==> config.mk <==
export PLATFORM = sky130hd
export DESIGN_NAME = operation_control_word_2
export DESIGN_NICKNAME = d
export VERILOG_FILES = /design/src/rtl/operation_control_word_2.sv
export SDC_FILE = /design/constraint.sdc
export NUM_CORES = 1
export LEC_CHECK = 0
export CORE_MARGIN = 10
export CORE_UTILIZATION = 30
export DETAILED_ROUTE_END_ITERATION = 12
export PLACE_DENSITY = 0.84
export SKIP_LAST_GASP = 1
export SYNTH_ARGS = -nofsm -noshare
export SYNTH_HDL_FRONTEND = slang
export SYNTH_SLANG_ARGS = --single-unit
==> constraint.sdc <==
create_clock -name clock -period 2 [get_ports clock]
set_input_delay 0.4 -clock clock [delete_from_list [all_inputs] [get_ports clock]]
set_output_delay 0.4 -clock clock [all_outputs]
set_load 0.02 [all_outputs]
**Run 1: pin map**

Drawn at 6 px/um. Pins as bars across the die edge, other pins in grey.
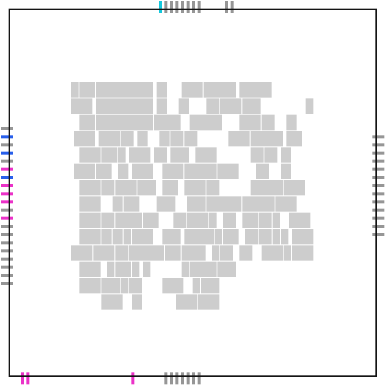
Key: internal_data_bus = magenta [pins 8, direction input, edge 5 left, 3 bottom]; write_initial_command_word_1 = cyan [pins 1, direction input, edge top]; priority_rotate = blue [pins 3, direction output, edge left]
All pins by edge: 20 left, 13 right, 10 top, 10 bottom.
height of the chip: 60.9 um
port bufs: 49
Die Span X: 60.9 um

**Run 1: selected gate families**

Drawn at 6 px/um.
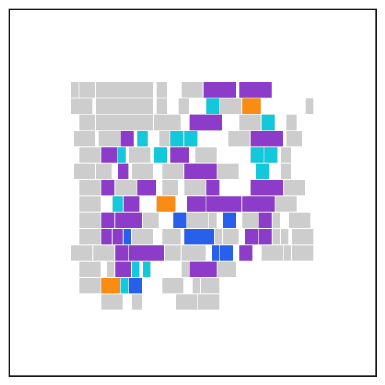
Key: NAND gates = blue [cells 7, most used nand2b_1]; NOR gates = cyan [cells 14, most used nor2b_1]; inverting AOI/OAI gates = purple [cells 29, most used a221oi_2, where centre]; AND and OR gates = orange [cells 3, most used and2_4]
most numerous logic cell after layout: sky130_fd_sc_hd__clkdlybuf4s50_1
Non-Filler Instances: 141
combinational share of cell area: 39.9%

**Run 1: routed clock nets over the placement**

Drawn at 8 px/um.
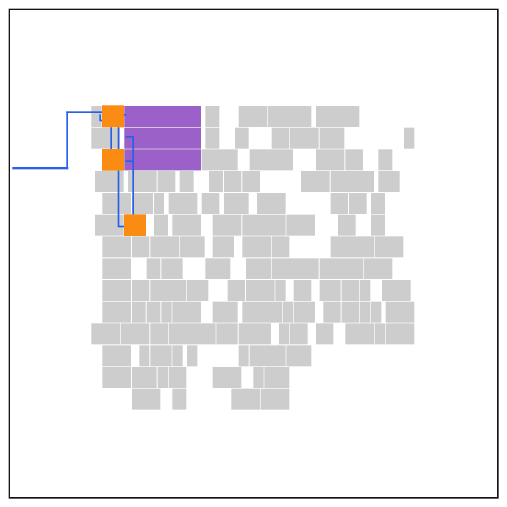
Key: flip-flops = purple [count 3]; clock wires = blue [length 56.1 um]; cells driving clock nets = orange [count 3]
There are 4 routed clock nets.
share of power burned in the clock network: 26.2%
power in the clock group: 102 uW

==> run notes, run 1 <==
Results of an implementation run.

The flow ran to the end, and the final reports show no timing, DRC or antenna violations. When the netlist entered floorplanning its net count stood at 112. The DRC violation total left in the routed layout is recorded as 0. The met1 track utilization from global routing is a little under an eighth. The highest clock rate this design can be run at is 0.514 GHz. The warning count from the yosys run is 0.

Counting pins that exceed their max-slew limit in the final report gives 0. The relative contribution of sequential cells to total power is 17.8%. The xor and xnor area share after synthesis is 0%.

The highest layer used for signal routing is met4. In this run the count of I/O pins placed on the die edge is 53. The final-layout non-clock buffer area share is between 40% and 50%. The flop and latch count out of synthesis is 3.

During tapcell insertion the tool placed 16 well taps. The half-perimeter wire length of the detailed placement result is 1970 um. The library cell used as clock root buffer is sky130_fd_sc_hd__clkbuf_4.

The sequential cells in the finished layout cover a total of 78.8 sq um. The worst setup path is launched from an input pin. Among all flip-flop cells after synthesis, the most frequent one is sky130_fd_sc_hd__dfstp_2. The number of cells on the worst reg-to-reg path is 2.

The final weighted congestion in routability-driven placement is 0.730. The first global-routing pass estimated roughly 3500 um of wire. The register-to-register setup slack is approximately 1.2 ns.

The number of gates on the worst path with buffers counted is 5.
==> run 1 -> run 2 <==
CORE_ASPECT_RATIO = 1.2   (was not set)
**Run 2: routed clock nets over the placement**

Drawn at 8 px/um.
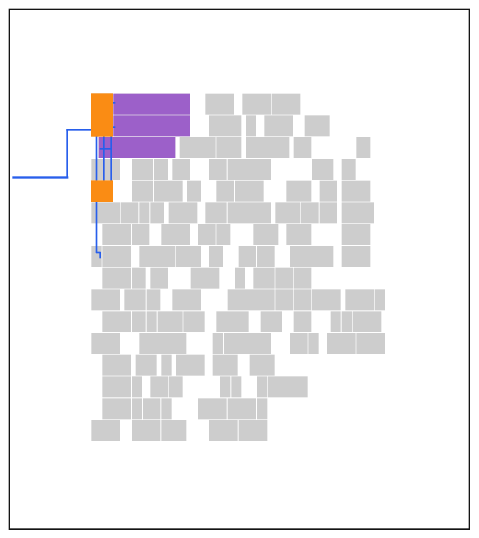
clk latency late pin: 0.22 ns
Layout Skew: 0 ns
share of power burned in the clock network: 26.6%
power in the clock group: 103 uW

==> run 2 against run 1 <==
Effect of this change:
- synthesized area is the same
- synthesized cell count is the same
- fmax shrank 3.0%
- largest cell class unchanged
- wire length shrank 2.1%
- critical endpoint unchanged
- global-route usage shrank 0.87 points
- sequential power is essentially flat
- die area grew 0.18%
- worst hold slack gained 0.0038 ns
- via count shrank 0.53%
- the flow now finishes with violations (setup timing)
- power shrank 0.72%
==> run notes, run 2 <==
Results of an implementation run.

The highest layer used for signal routing is met4. The number of input and output port buffers inserted is 49. When the netlist entered floorplanning its net count stood at between 100 and 150. The met1 track utilization from global routing is roughly a tenth. Non-clock buffering takes up between 40% and 50% of total cell area after layout.

Warnings reported by Yosys during synthesis add up to 0. The flow ran to the end, but the final reports show violations. Counting flops and latches in the post-synthesis netlist gives 3. STA classifies the critical path startpoint as an input pin. The final reports fail on setup timing.

The number of DRC violations after detailed routing is 0. By instance count after routing, the leading logic cell type is sky130_fd_sc_hd__clkdlybuf4s50_1. The global-route wire length before repair is 3460 um. The report puts the cell count of the worst reg-to-reg path at 2. In this run the register-to-register setup slack is 1.14 ns. The power report attributes to the sequential group a share of between 15 and 20%. 53 I/O pins were placed. The number of gates on the worst path with buffers counted is 5. Registers take 78.8 sq um. Routability-driven placement finished with a final weighted congestion of 0.744. The final setup violation count is 1. The xor and xnor area share after synthesis is 0%. The design received a total of 18 well taps at floorplan. The worst setup slack after layout is -0.00465 ns.
**Run 2: pin map**

Drawn at 6 px/um. Pins as bars across the die edge, other pins in grey.
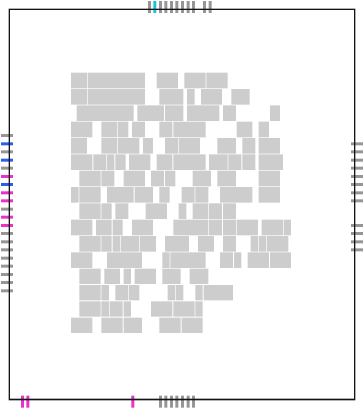
height of the chip: 64.8 um
Die Span X: 57.3 um

Power figures rest on the tool's default switching activity, not on a simulated workload.
